$ cat src/rtl/pipelined_adder.sv
// pipelined_adder: WIDTH-bit adder/subtractor split into WIDTH/CHUNK registered CHUNK-bit ripple stages.
// Latency: WIDTH/CHUNK cycles from accept to out_valid; sustains one beat per cycle.
// Backpressure: one global enable freezes every stage while out_valid && !out_ready; in_ready mirrors it.
//
// Ports:
//   clk, rst          rising-edge clock, asynchronous active-low reset (0 = reset)
//   in_valid/in_ready operand handshake; a, b, cin, sub are sampled on accept
//   out_valid/out_ready result handshake; sum, cout (and ovf) hold while stalled
//   sub=1 computes a - b (cin ignored, cout=1 means no borrow); sub=0 computes a + b + cin
// Optional feature: define PIPE_ADDER_OVF_EN to add the ovf (signed overflow) output.
//
// Each stage register holds a WIDTH-bit word that is rotated right by CHUNK bits per stage:
// the low CHUNK bits are the next A slice to add, and each stage's result slice enters at the
// top. After STAGES rotations the result slices sit in their natural positions, which gives
// both the operand skew and the result deskew without any padding flops. Pending B slices
// live in a triangular packed vector, one shrinking field per stage.
module pipelined_adder #(
  parameter int WIDTH = 8,
  parameter int CHUNK = 4   // WIDTH must be a multiple of CHUNK
) (
  input  logic             clk,
  input  logic             rst,
  input  logic             in_valid,
  output logic             in_ready,
  input  logic [WIDTH-1:0] a,
  input  logic [WIDTH-1:0] b,
  input  logic             cin,
  input  logic             sub,
  output logic             out_valid,
  input  logic             out_ready,
  output logic [WIDTH-1:0] sum,
  output logic             cout
`ifdef PIPE_ADDER_OVF_EN
  ,
  output logic             ovf
`endif
);

  localparam int STAGES = WIDTH / CHUNK;
  // Total pending-B bits across stages 0..STAGES-2: CHUNK*(STAGES-1) + ... + CHUNK.
  localparam int BBW    = (STAGES > 1) ? (CHUNK * STAGES * (STAGES - 1)) / 2 : 1;

  logic                         en;
  logic [WIDTH-1:0]             b_eff;
  logic                         c0;
  logic [STAGES-1:0]            stg_vld;
  logic [STAGES-1:0]            stg_cy;
  logic [STAGES-1:0][WIDTH-1:0] stg_res;
  logic [BBW-1:0]               stg_b;

  // Subtraction is a + ~b + 1, so sub forces the carry-in high.
  assign b_eff = sub ? ~b : b;
  assign c0    = sub | cin;

  // Whole pipe advances together; a full output slot only blocks when downstream refuses it.
  assign en       = !stg_vld[STAGES-1] || out_ready;
  assign in_ready = en;

  for (genvar k = 0; k < STAGES; k++) begin : g_stg
    localparam int PW = WIDTH - k * CHUNK;  // B bits still pending at this stage's input

    logic             sv;
    logic             sc;
    logic [WIDTH-1:0] sa;
    logic [PW-1:0]    sb;
    logic [CHUNK:0]   add_d;
    logic [WIDTH-1:0] res_d;
    logic             vld_q;
    logic             cy_q;
    logic [WIDTH-1:0] res_q;

    if (k == 0) begin : g_src_in
      assign sv = in_valid;
      assign sc = c0;
      assign sa = a;
      assign sb = b_eff;
    end else begin : g_src_prev
      // Offset of stage k-1's pending-B field inside stg_b.
      localparam int POFF = CHUNK * ((k - 1) * STAGES - ((k - 1) * k) / 2);
      assign sv = stg_vld[k-1];
      assign sc = stg_cy[k-1];
      assign sa = stg_res[k-1];
      assign sb = stg_b[POFF +: PW];
    end

    assign add_d = {1'b0, sa[CHUNK-1:0]} + {1'b0, sb[CHUNK-1:0]} + {{CHUNK{1'b0}}, sc};
    // Consume the low A slice, insert this stage's result slice at the top.
    assign res_d = (sa >> CHUNK) | (WIDTH'(add_d[CHUNK-1:0]) << (WIDTH - CHUNK));

    // Data only loads with a real beat, so bubbles leave the previous result in place.
    always_ff @(posedge clk or negedge rst) begin
      if (!rst) begin
        vld_q <= 1'b0;
        cy_q  <= 1'b0;
        res_q <= '0;
      end else if (en) begin
        vld_q <= sv;
        if (sv) begin
          cy_q  <= add_d[CHUNK];
          res_q <= res_d;
        end
      end
    end

    assign stg_vld[k] = vld_q;
    assign stg_cy[k]  = cy_q;
    assign stg_res[k] = res_q;

    if (k < STAGES - 1) begin : g_pend
      localparam int OOFF = CHUNK * (k * STAGES - (k * (k + 1)) / 2);
      localparam int OW   = PW - CHUNK;
      logic [OW-1:0] pb_q;

      always_ff @(posedge clk or negedge rst) begin
        if (!rst) begin
          pb_q <= '0;
        end else if (en && sv) begin
          pb_q <= sb[PW-1:CHUNK];
        end
      end

      assign stg_b[OOFF +: OW] = pb_q;
    end

`ifdef PIPE_ADDER_OVF_EN
    if (k == STAGES - 1) begin : g_ovf
      logic ovf_d;
      logic ovf_q;
      // a^b^sum at the MSB recovers the carry into the MSB; compare it with the carry out.
      assign ovf_d = sa[CHUNK-1] ^ sb[CHUNK-1] ^ add_d[CHUNK-1] ^ add_d[CHUNK];

      always_ff @(posedge clk or negedge rst) begin
        if (!rst) begin
          ovf_q <= 1'b0;
        end else if (en && sv) begin
          ovf_q <= ovf_d;
        end
      end

      assign ovf = ovf_q;
    end
`endif
  end

  assign out_valid = stg_vld[STAGES-1];
  assign sum       = stg_res[STAGES-1];
  assign cout      = stg_cy[STAGES-1];

endmodule

$ cat config.mk
export PLATFORM = sky130hd
export DESIGN_NAME = pipelined_adder
export DESIGN_NICKNAME = d
export VERILOG_FILES = /design/src/rtl/pipelined_adder.sv
export SDC_FILE = /design/constraint.sdc
export NUM_CORES = 1
export LEC_CHECK = 0
export ABC_AREA = 1
export CAP_MARGIN = 20
export CORE_MARGIN = 1
export CORE_UTILIZATION = 43
export DETAILED_ROUTE_END_ITERATION = 10
export GPL_TIMING_DRIVEN = 0
export PLACE_DENSITY_LB_ADDON = 0.2
export SLEW_MARGIN = 20
export SYNTH_ARGS = -nofsm -noshare
export SYNTH_HDL_FRONTEND = slang
export SYNTH_SLANG_ARGS = --single-unit
$ cat constraint.sdc
create_clock -name clk -period 1.4 [get_ports clk]
set_input_delay 0.28 -clock clk [delete_from_list [all_inputs] [get_ports clk]]
set_output_delay 0.28 -clock clk [all_outputs]
set_load 0.02 [all_outputs]
==> reports/metrics.csv, run 1 <==
metric;value;unit
status;finished with violations;
violations;setup timing;
syn_area;1310;um^2
fp-utilization;46.6;%
leakage;0.907;nW
warnings;29;
syn_avg_cell_area;9.26;um^2
grt.total_usage;17.8;%
place_hpwl;1950;um
stdcell_count;213;
setup_viol;2;
synthTopLogicFamily;simple AND/OR/NAND/NOR gates;
rsz0062_at_grt;true;
setup_ws;-0.0850;ns
topCellsByArea;dfrtp_1, nand2_1, fa_1;
drt-total-wl;2590;um
hold_viol;0;
r2r_end;sum[5]$_DFFE_PN0P_;
grt_util_met2;34.1;%
n_fill_cell;243;
areaGrowthSynthToFinish;37.3;%
finalCritPeriodShare;106;%
whs;0.400;ns
via_count;1033;
crit_path_end;sum[5]$_DFFE_PN0P_;
drv_cap;0;
grt_start_max_net_pins;25;
cp.arrival;1.73;ns
drtIter0Drc;11;
startpoint;g_stg[0].cy_q$_DFFE_PN0P_;
busiest_layer;met2;
muxShareOfSynthArea;0;%
core;2810;um^2
-- run 1: cell type report --
cell class	count	area, um^2	area share, %
sequential	24	601	33.5
multi-input combinational	102	688	38.4
clock buffer	4	36.3	2.02
tap	31	38.8	2.16
buffer	3	46.3	2.58
timing repair buffer	37	335	18.7
inverter	12	47.5	2.65
-- run 1: report_power, final --
| group | total (mW) | internal [mW] | switching (mW) |
|---|---|---|---|
| sequential | 0.989 | 0.884 | 0.105 |
| clock | 0.350 | 0.159 | 0.191 |
| combinational | 1.04 | 0.456 | 0.580 |
-- run 1: sequential cells by signal, indices dropped and copies added, names as in the netlist --
register,count
cout,1
g_stg.cy_q,1
g_stg.g_pend.pb_q,4
g_stg.res_q,8
g_stg.vld_q,1
out_valid,1
sum,8
-- run 1: worst max-delay path: stages (launching register included) --
cell and delay (ns):
dfrtp_1 0.42, fa_2 0.40, inv_2 0.07, fa_2 0.43
o21ai_2 0.11
-- run 1: placed cells by master (no fill, tap or decap), types with 4 or more instances in the layout --
master / netlist / final
clkdlybuf4s50_1: 0 / 14
dfrtp_1: 24 / 24
fa_2: 0 / 4
ha_1: 6 / 6
o21ai_2: 3 / 4
o21ai_1: 3 / 4
xnor2_1: 5 / 4
inv_1: 9 / 7
dlygate4sd2_1: 0 / 12
buf_4: 1 / 4
nand2_1: 55 / 54
nand3_1: 7 / 4
inv_2: 2 / 4
-- run 1: timing repair --
action / CTS / global route
resized: 26 / 12
hold endpoints to repair: 0 / 24
pin swaps: 11 / 3
hold buffers: 0 / 1
setup endpoints to repair: 18 / 7
setup buffers: 4 / 1
gates cloned: 0 / 0
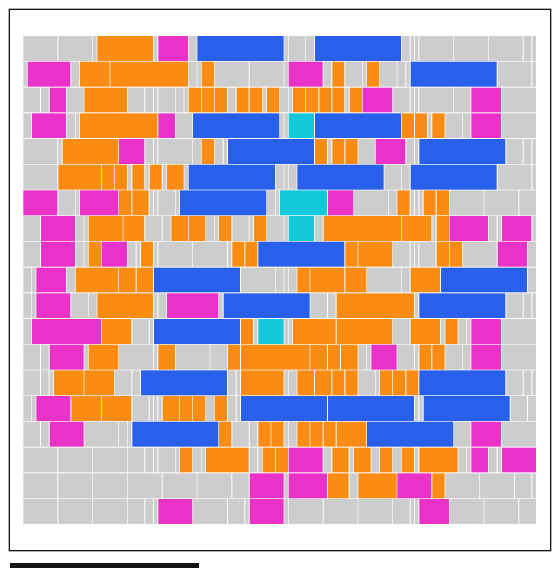
Fig. 1. Cell classes on the final placement (run 1).
Scale bar: 20 um. Fill, decap, tap and diode cells in gray.
- magenta: remaining buffers and delay cells (cells 40; share of their area 22%)
- orange: remaining logic cells (cells 114; share of their area 42%)
- blue: registers (cells 24; share of their area 34%)
- cyan: clock drivers and dummy loads (cells 4; share of their area 2.1%)

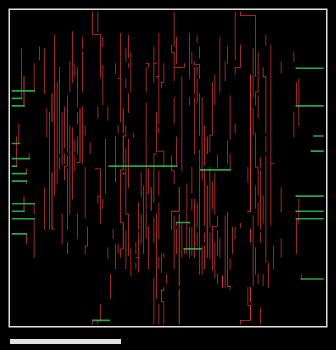
Fig. 2. Signal wires by layer (run 1).
Scale bar: 20 um. Only two layers are drawn.
- red: M2 (wire length 1430 um)
- green: M3 (wire length 87.4 um)

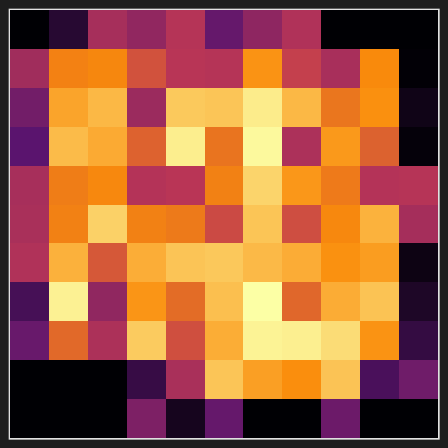
Fig. 3. Cell density map (run 1).
11 x 11 tiles, from black (low) to pale yellow (high), 0 to 100% covered.
- nearly empty tiles: 13%
- fullest tile: 100%
- emptiest ninth of the die: lower left
- tiles over 75% full: 35%

==> run 2: changes to the inputs <==
--- a/config.mk
+++ b/config.mk
@@ -9,9 +9,11 @@
 export CAP_MARGIN = 20
 export CORE_MARGIN = 1
 export CORE_UTILIZATION = 43
+export CTS_CLUSTER_SIZE = 14
 export DETAILED_ROUTE_END_ITERATION = 10
 export GPL_TIMING_DRIVEN = 0
 export PLACE_DENSITY_LB_ADDON = 0.2
+export SKIP_CTS_REPAIR_TIMING = 1
 export SLEW_MARGIN = 20
 export SYNTH_ARGS = -nofsm -noshare
 export SYNTH_HDL_FRONTEND = slang
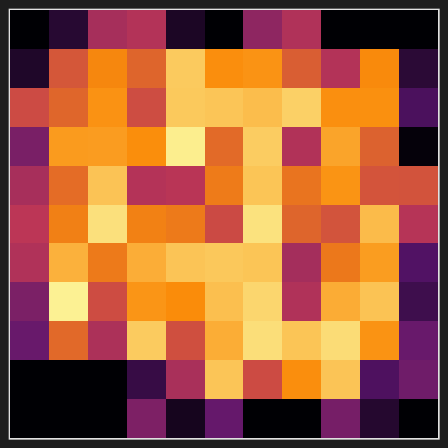
Fig. 4. Cell density map (run 2).
11 x 11 tiles, from black (low) to pale yellow (high), 0 to 100% covered.
- emptiest ninth of the die: lower left
- tiles over 75% full: 36%
- mean over tiles: 54%
- nearly empty tiles: 12%

==> run 2 against run 1 <==
Compared with the run above: the run still ends with setup timing left; clock power hardly changed; area after synthesis did not move; maximum frequency shrank 0.51%.
==> reports/metrics.csv, run 2 <==
metric;value;unit;change
status;finished with violations;;
violations;setup timing;;
drtIter0Drc;16;;+5
drv_cap;0;;unchanged
lay_top_count;nand2_1;;
grt.total_usage;16.9;%;-0.95 points
rsz0062_at_grt;true;;
hold_viol;0;;unchanged
clkPwrFrac;14.6;%;about the same
leakage;1.01;nW;+11%
areaGrowthSynthToFinish;38.5;%;
power_frac_comb;44.2;%;+0.6 points
cp_cell_sequence;fa_2 -> inv_2 -> fa_2 -> o21ai_2;;
p_int;1.54;mW;+2.6%
syn_area;1310;um^2;unchanged
netSwitchingPower;0.860;mW;-1.8%
p_seq;0.989;mW;about the same
setup_viol;4;;+2
setup_ws;-0.0926;ns;-0.00760 ns
seq_area;601;um^2;unchanged
syn_avg_cell_area;9.26;um^2;unchanged
synthArstFlopShare;100;%;
topCellsByArea;dfrtp_1, nand2_1, fa_1;;
power-top-group;combinational cells;;
synth-edff-count;0;;
cp.arrival;1.74;ns;about the same
n_fill_cell;245;;+0.82%
slowest_stage;fa_2;;
clock_power;0.350;mW;about the same
yosysTopAreaCellShare;46.0;%;
via_count;1010;;-2.2%
port_buffers;31;;
hp-start;sub;;
top_area_cell;dfrtp_1;;
r2r_end;sum[5]$_DFFE_PN0P_;;
netSwitchingFraction;35.9;%;-1.0 points
logic_area;677;um^2;-1.6%
final_cell_mix;nand2_1, dfrtp_1, dlymetal6s2s_1, clkdlybuf4s50_1, inv_1;;
stdcell_count;211;;-0.94%
grt_pass1_vias;1031;;
warnings;28;;-3.4%
finalCritPeriodShare;107;%;+0.54 points
timing.critical_path.mode_cell;fa_2;;
critPathMaxStageDelay;0.43;ns;about the same
grt_start_max_net_pins;25;;unchanged
place_hpwl;1950;um;unchanged
startpoint;g_stg[0].cy_q$_DFFE_PN0P_;;
## run 2: how the worst max path moves through the flow
stage	to	slack [ns]
2_1_floorplan	g_stg[0].res_q[6]$_DFFE_PN0P_	-0.38
6_report	sum[5]$_DFFE_PN0P_	-0.09
4_1_cts	in_ready	-0.44
5_1_grt	sum[5]$_DFFE_PN0P_	-0.12
3_3_place_gp	g_stg[0].res_q[6]$_DFFE_PN0P_	-0.74
3_5_place_dp	g_stg[0].res_q[6]$_DFFE_PN0P_	-0.77
## run 2: kinds of logic after synthesis
logic type	count (synthesis)	share of synthesized area, %
AOI/OAI and AO/OA	14	6.23
xor gates and xnor gates	10	6.70
adders and majority gates	10	11.9
buffers and inverters	15	6.23
DFF	24	46.0
and+or+nand+nor	68	23.0
## run 2: worst max-delay path, delay by kind of cell (launching register included)
| kind | cells | cell delay [ns] |
|---|---|---|
| adder cells (fa/ha/maj) | 2 | 0.83 |
| flip-flops | 1 | 0.42 |
| AND-OR/OR-AND | 1 | 0.12 |
| buffers and inverters | 1 | 0.07 |
## run 2: metal layers
metal | track usage (%) | wire length [um] | vias to the layer above
met1 | 19.4 | 1070 | 471
li1 | - | - | 513
met2 | 31.1 | 1370 | 24
met5 | 0 | 0 | -
met3 | 2.04 | 99 | 2
met4 | 8.01 | 27 | 0
## run 2: layout make-up
type                       count  share of cell area, %
timing repair buffer          35                   20.1
clock buffer                   4                   2.01
sequential                    24                   33.2
buffer                         3                   2.56
multi-input combinational    102                   37.4
tap                           31                   2.14
inverter                      12                   2.63
## run 2: stage by stage
stage	setup slack, ns	hold slack, ns
2_1_floorplan	-0.375	-0.0156
3_3_place_gp	-0.735	0.454
3_5_place_dp	-0.771	0.457
4_1_cts	-0.443	0.278
5_1_grt	-0.123	0.317
6_report	-0.0926	0.297
Power and IR drop assume default switching activity.
